Figure 1. Wiring heat map (run 1).
Drawn at 6 px/um. The die is cut into 13 by 13 equal tiles; white is low, dark blue is high, scaled to the fullest tile. Values are wire area over tile area, all layers added.
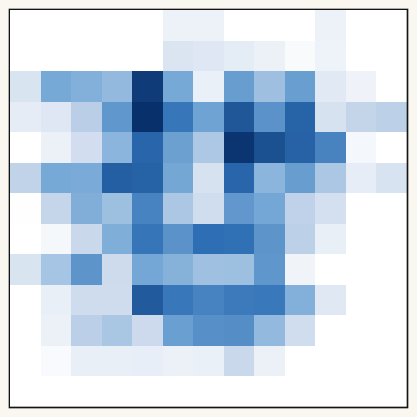
Figure 2. Layout detail (run 1).
Window x 18 to 48, y 5 to 35 um. Cells in gray, sequential cells in the stronger gray; small squares are vias.
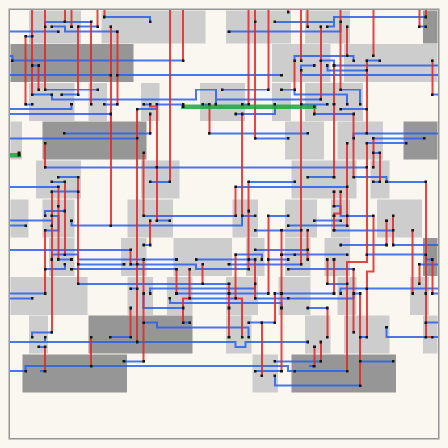
Figure 3. Clock distribution (run 1).
Drawn at 6 px/um.
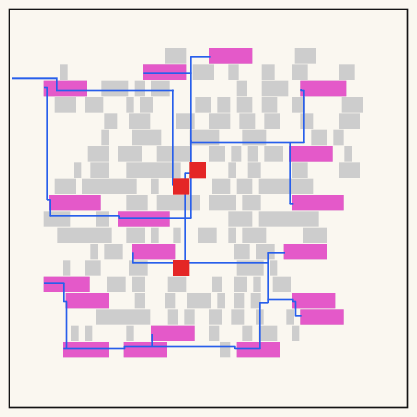
Design delay_countdown_timer, sky130hd; sources not shown.
==> impl_metrics.py, run 1 <==
# Synthesis and PnR figures
metrics = {
    "place": {
        "gp_congestion": 0.710,
        "port_buffers": 10,
    },
    "synth": {
        "synth-edff-count": 0,
        "yosys_warnings": 0,
        "ys_types": 39,
        "syn_nets": 125,
        "most_common_cell": "dfxtp_1",
        "top_cells_by_count": "18 x dfxtp_1, 11 x nor2_1, 8 x ha_1, 8 x nand2_1, 7 x inv_1",
        "synth-async-reset-ratio": 0,
        "yosys-top-cells-area": "dfxtp_1 36%, ha_1 9.9%, nor2_1 4.1%",
        "ys_chip_area_mm2": 0.00101,
        "ys.flops": 18,
        "avgSynthCellArea_um2": 9.05,
        "netlist_area_mm2": 0.00101,
        "yosysTopAreaCellShare": 0.356,
        "top_area_cell": "dfxtp_1",
        "flop_cell": "dfxtp_1",
    },
    "worst_hold_path": {
        "hold_path.class": "register to register",
        "worstHoldPathCells": 1,
    },
    "power": {
        "switching_power_mw": 0.229,
        "pwr-share-seq": 0.454,
        "p_comb_frac": 0.272,
        "leakagePower_nw": 0.458,
        "p_per_area_mw_per_mm2": 556,
        "switching_share": 0.296,
        "vdd_ir_drop_max_v": 0.000235,
    },
    "final_timing": {
        "slew_headroom": 0.774,
        "post-route-period-util": 0.756,
        "rsz0062_at_grt": "true",
        "slew_violations": 0,
        "setup_tns_ns": 0,
        "hold_violations": 0,
        "finalSetupViolations": 0,
        "fin_crit_ns": 1.67,
        "worst_pin_slew_ns": 0.336,
    },
    "cts": {
        "cts.reportedPaths.clkPinSlew_ns": 0.12,
        "cts_tree": "done",
        "cts_sinks": 18,
        "cts_buffers": 3,
        "cts_hold_repair.buffers": 0,
        "h-tree-depth": 1,
    },
    "cells_and_area": {
        "layout.nets": 146,
        "n_antenna_cell": 0,
        "logic_area_um2": 712,
        "drive_gt1_frac": 0.333,
        "regArea_um2": 375,
        "final_util": 0.441,
        "areaGrowthSynthToFinish_pct": 37.3,
        "largest_reg_flops": 10,
    },
    "critical_path": {
        "critical_path.max_fanout": 5,
        "rr_worst_depth": 6,
        "end_kind": "register",
        "reg2reg_slack_ns": 0.54,
        "start_kind": "register",
        "criticalPathCategory": "register to register",
        "cp.arrival_ns": 1.88,
        "required_ns": 2.42,
    },
    "drt": {
        "drt-vias-per-instance": 4.99,
        "drtIter0Drc": 21,
        "drtPass1Iterations": 4,
        "drc": 0,
        "ant_nets": 0,
    },
    "floorplan": {
        "core_region_area_mm2": 0.00315,
        "die_h_um": 66.1,
        "die_area_mm2": 0.00437,
        "die_w_um": 66.1,
    },
    "global_route": {
        "grt_first_pass_wirelength_mm": 4.30,
        "grt_overflow": 0,
        "grt_max_degree": 11,
    },
    "job": {
        "tool_warnings": 32,
    },
    "outcome": {
        "status": "finished, final reports clean",
    },
}
-- Figure 1 (at the start) --
nearly empty tiles: 32%
densest ninth of the die: center
tiles over half the peak: 25%
fullest tile: 0.32
emptiest ninth of the die: south-east
via count: 878
gr usage total: 0.125
Total Wirelength: 2.44 mm
routed length per instance: 13.9 um

-- Figure 2 (at the start) --
| layer | color |
|---|---|
| M2 | red |
| M3 | green |
| M1 | blue |
cells with their middle in the window: 48
most frequent: nor2_1 (5)
sequential cells in the window: 5

-- Figure 3 (at the start) --
[clock-net drivers] red | count: 3
[flip-flops] magenta | count: 18
[clock wires] blue | length: 292 um
flops lie: spread over the die
Clock Power Share: 0.274
clock group power: 0.212 mW
clk latency late pin: 0.29 ns
Clock Skew: 0.00751 ns

[run 1: metrics by stage]
step | instance area, um^2 | hold slack (ns) | power (mW) | setup WS, ns | cells
after floorplan | 1010 | 0.387 | 0.454 | 0.503 | 112
after global placement | 1160 | 0.455 | 0.496 | 0.325 | 164
after detailed placement | 1160 | 0.463 | 0.498 | 0.321 | 164
after CTS | 1250 | 0.499 | 0.730 | 0.470 | 170
after global routing | 1390 | 0.536 | 0.827 | 0.475 | 176
final | 1390 | 0.502 | 0.774 | 0.540 | 176
[run 1: placed cells by master (no fill, tap or decap), types with 2 or more instances in the layout]
cell type	instances
ha_1	3
xor2_1	3
nand2_1	7
nor2_1	10
buf_4	8
inv_2	2
ha_4	5
nand3_1	4
o21ai_0	5
nor3_1	2
clkbuf_4	3
inv_1	2
dfxtp_4	3
clkdlybuf4s50_1	9
dfxtp_2	3
dfxtp_1	12
inv_4	3
a32oi_1	2
o41ai_1	2
or3_1	2
or4_1	2
xnor2_1	4
a21oi_1	5
[run 1: power groups by stage]
| stage | Combinational, mW | Clock [mW] | Sequential [mW] |
|---|---|---|---|
| after floorplan | 0.101 | 0 | 0.353 |
| after global placement | 0.143 | 0 | 0.353 |
| after CTS | 0.159 | 0.223 | 0.348 |
| after global routing | 0.236 | 0.237 | 0.354 |
| final | 0.211 | 0.212 | 0.351 |
| after detailed placement | 0.144 | 0 | 0.354 |
[run 1: cells by family (layout without fill, tap and decap cells)]
group           count (synthesis)  in the layout  synth area share
simple gates                   41             41             0.221
compound gates                 28             28             0.226
flops                          18             18             0.356
buf+inv                        10             30            0.0383
fa+ha+maj                       8              8            0.0988
xor+xnor                        7              7            0.0605
[run 1: critical path, stage by stage (launching register included)]
cell,delay [ns]
dfxtp_4,0.38
inv_2,0.11
ha_4,0.17
nand2_2,0.10
o22a_1,0.21
or4_4,0.53
o31ai_2,0.08
[run 1: metal layers]
layer	GRT usage	part of all wire	up-vias
met2	0.175	0.44	10
met5	0	0	-
met1	0.188	0.52	414
met3	0.0255	0.035	2
li1	-	-	452
met4	0.0355	0.0061	0
[run 1: cell type report]
type / instances / share of cell area
repair buffers: 19 / 0.129
flip-flops and latches: 18 / 0.270
inverters: 7 / 0.0243
multi-input cells: 84 / 0.512
clock buffers: 4 / 0.0261
well taps: 44 / 0.0396
[run 1: repair_timing]
item / 4_1_cts / 5_1_grt
resized: 16 / 18
endpoints found under the setup margin: 11 / 6
setup buffers: 2 / 6
pin swaps: 1 / 8
Figure 4. Logic cells by family (run 1).
Drawn at 8 px/um.
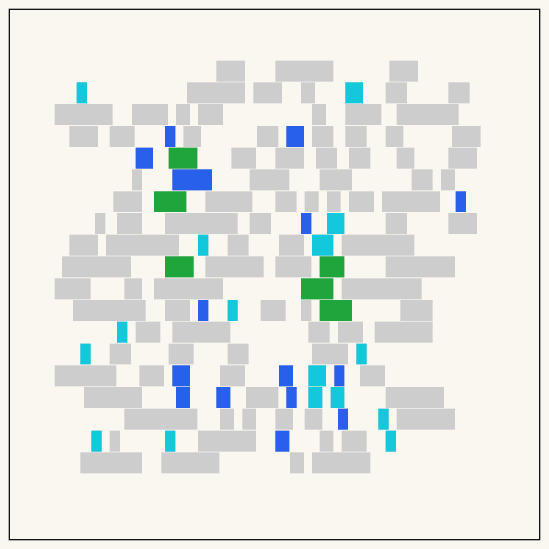

--- run 2 (diff from run 1) ---
- clock period: 2.21 -> 1.36 ns (I/O delays scaled with it)
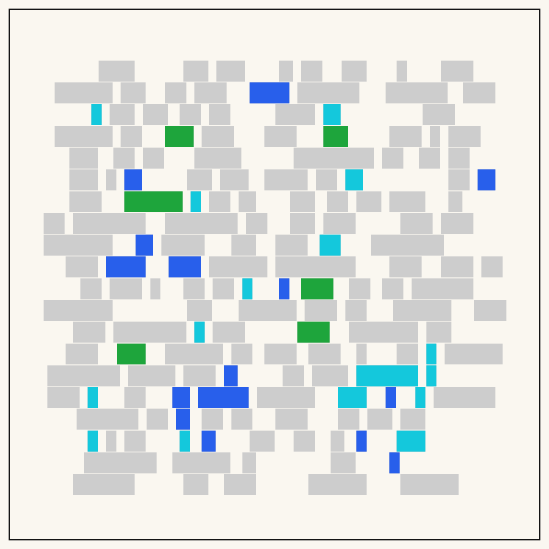
Figure 5: run 2, logic cells by family.
Drawn at 8 px/um.
| family | color | cells |
|---|---|---|
| nand cells | blue | 15 |
| nor cells | cyan | 16 |
| non-inverting ao/oa cells | green | 6 |
top logic cell by instance count in the layout: buf_4
combinational share of cell area: 0.470

==> impl_metrics.py, run 2 <==
# Synthesis and PnR figures
metrics = {
    "synth": {
        "yosys_warnings": 0,
        "top_area_cell": "dfxtp_1",
        "synth-edff-count": 0,
        "syn_nets": 125,
        "ys_sh_adder": 0.0988,
        "flop_cell": "dfxtp_1",
        "logic_family": "AND-OR/OR-AND gates",
        "netlist_area_mm2": 0.00101,
        "avgSynthCellArea_um2": 9.05,
        "simple_gate_share": 0.221,
        "top_cells_by_count": "18 x dfxtp_1, 11 x nor2_1, 8 x ha_1, 8 x nand2_1, 7 x inv_1",
        "yosysTopAreaCellShare": 0.356,
        "ys_types": 39,
        "most_common_cell": "dfxtp_1",
        "ys.flops": 18,
        "yosys-top-cells-area": "dfxtp_1 36%, ha_1 9.9%, nor2_1 4.1%",
        "ys_chip_area_mm2": 0.00101,
    },
    "place": {
        "dp_cells": 196,
        "port_buffers": 10,
        "gp_congestion": 0.748,
    },
    "critical_path": {
        "rr_worst_depth": 6,
        "worst_path_max_delay_cell": "or4b_4",
        "cp.depth": 6,
        "slowest_delay_ns": 0.52,
        "required_ns": 1.59,
        "path_cells": "inv_2, ha_4, or3b_4, a41oi_4, or4b_4, a21oi_2",
        "start_kind": "register",
        "end_kind": "register",
        "critical_path.max_fanout": 6,
        "critPathTopFamily": "simple AND/OR/NAND/NOR gates",
        "criticalPathCategory": "register to register",
        "cp.arrival_ns": 1.93,
    },
    "cells_and_area": {
        "areaGrowthSynthToFinish_pct": 85.1,
        "fin_cells": 210,
        "n_antenna_cell": 0,
        "regArea_um2": 378,
        "finalInstanceArea_mm2": 0.00188,
        "mostFrequentLayoutCells": "27 x buf_4, 21 x buf_6, 10 x nor2_1, 10 x dfxtp_1, 6 x ha_4",
        "drive_gt1_frac": 0.651,
        "logic_area_um2": 881,
        "layout.nets": 180,
    },
    "power": {
        "vdd_ir_drop_max_v": 0.000584,
        "p_clk_frac": 0.202,
        "leakagePower_nw": 0.706,
        "p_per_area_mw_per_mm2": 776,
    },
    "worst_hold_path": {
        "worstHoldPathCells": 2,
        "hold_path.class": "register to register",
    },
    "floorplan": {
        "die_area_mm2": 0.00437,
        "die_w_um": 66.1,
        "core_region_area_mm2": 0.00315,
    },
    "outcome": {
        "status": "complete, but fails checks",
        "violations": "negative setup slack",
    },
    "final_timing": {
        "slew_violations": 0,
        "slew_headroom": 0.811,
        "rsz0062_at_grt": "true",
        "hold_violations": 0,
        "worst_slack_ns": -0.343,
        "fin_crit_ns": 1.70,
        "clock_skew_ns": 0.00687,
        "worst_pin_slew_ns": 0.282,
        "finalSetupViolations": 20,
        "setup_tns_ns": -3.29,
    },
    "cts": {
        "cts_tree": "done",
        "cts.reportedPaths.clkPinSlew_ns": 0.12,
        "h-tree-depth": 1,
        "cts_sinks": 18,
        "cts_buffers": 3,
    },
    "drt": {
        "drtIter0Drc": 21,
        "drc": 0,
        "drt-vias-per-instance": 5.06,
        "wl_per_cell_um": 16.3,
        "drtPass1Iterations": 4,
        "drt-total-wl_mm": 3.41,
    },
    "global_route": {
        "grt_max_degree": 11,
        "grt_overflow": 0,
        "grt_first_pass_wirelength_mm": 5.40,
    },
}
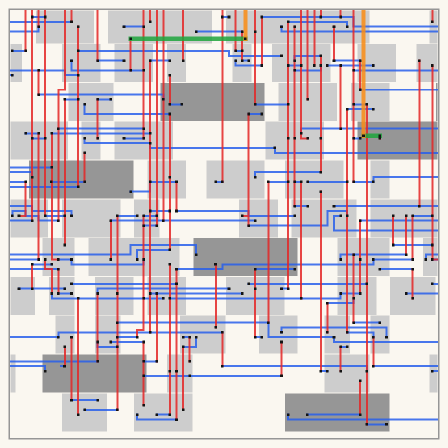
Figure 6: run 2, layout detail.
Window x 18 to 48, y 5 to 35 um. Cells in gray, sequential cells in the stronger gray; small squares are vias.

## run 2: timing repair
| action | CTS | global route |
|---|---|---|
| hold endpoints to repair | 0 | 0 |
| endpoints found under the setup margin | 24 | 24 |
| resized | 44 | 32 |
| setup buffers | 7 | 3 |
| pin swaps | 17 | 13 |
| cloned | 0 | 0 |
## run 2: final cells by class
type | count | share of cell area
Multi-Input combinational cell | 84 | 0.470
Timing Repair Buffer | 53 | 0.266
Sequential cell | 18 | 0.201
Tap cell | 44 | 0.0294
Inverter | 7 | 0.0193
Clock buffer | 3 | 0.0120
Clock inverter | 1 | 0.00200
## run 2: cells by family (layout without fill, tap and decap cells)
group,Yosys count,count (layout)
AND/OR/NAND/NOR,41,41
AND-OR/OR-AND,28,28
flip-flops,18,18
buffers and inverters,10,64
adder cells (fa/ha/maj),8,8
XOR/XNOR,7,7
## run 2: power groups by stage
stage,clock [mW],combinational (mW),sequential (mW)
after global routing,0.329,0.645,0.564
after floorplan,0,0.227,0.588
after CTS,0.300,0.487,0.562
after detailed placement,0,0.400,0.581
after global placement,0,0.386,0.581
final,0.293,0.601,0.561
## run 2: worst register-to-register path: stages, from the launching register on
cell and delay (ns):
dfxtp_2 0.37, inv_2 0.06, ha_4 0.15, or3b_4 0.23, a41oi_4 0.14, or4b_4 0.52
a21oi_2 0.16
## run 2: metrics by stage
| step | hold WS, ns | setup slack (ns) |
|---|---|---|
| 2_1_floorplan | 0.301 | -0.246 |
| 3_3_place_gp | 0.475 | -0.244 |
| 3_5_place_dp | 0.492 | -0.294 |
| 4_1_cts | 0.534 | -0.289 |
| 5_1_grt | 0.541 | -0.407 |
| 6_report | 0.513 | -0.343 |
## run 2: per-layer routing
layer	part of all wire	global-route usage	up-vias
met3	0.026	0.0391	4
met4	0.011	0.0228	0
li1	-	-	526
met2	0.52	0.296	16
met5	0	0	-
met1	0.44	0.187	517
Power figures rest on the tool's default switching activity, not on a simulated workload.
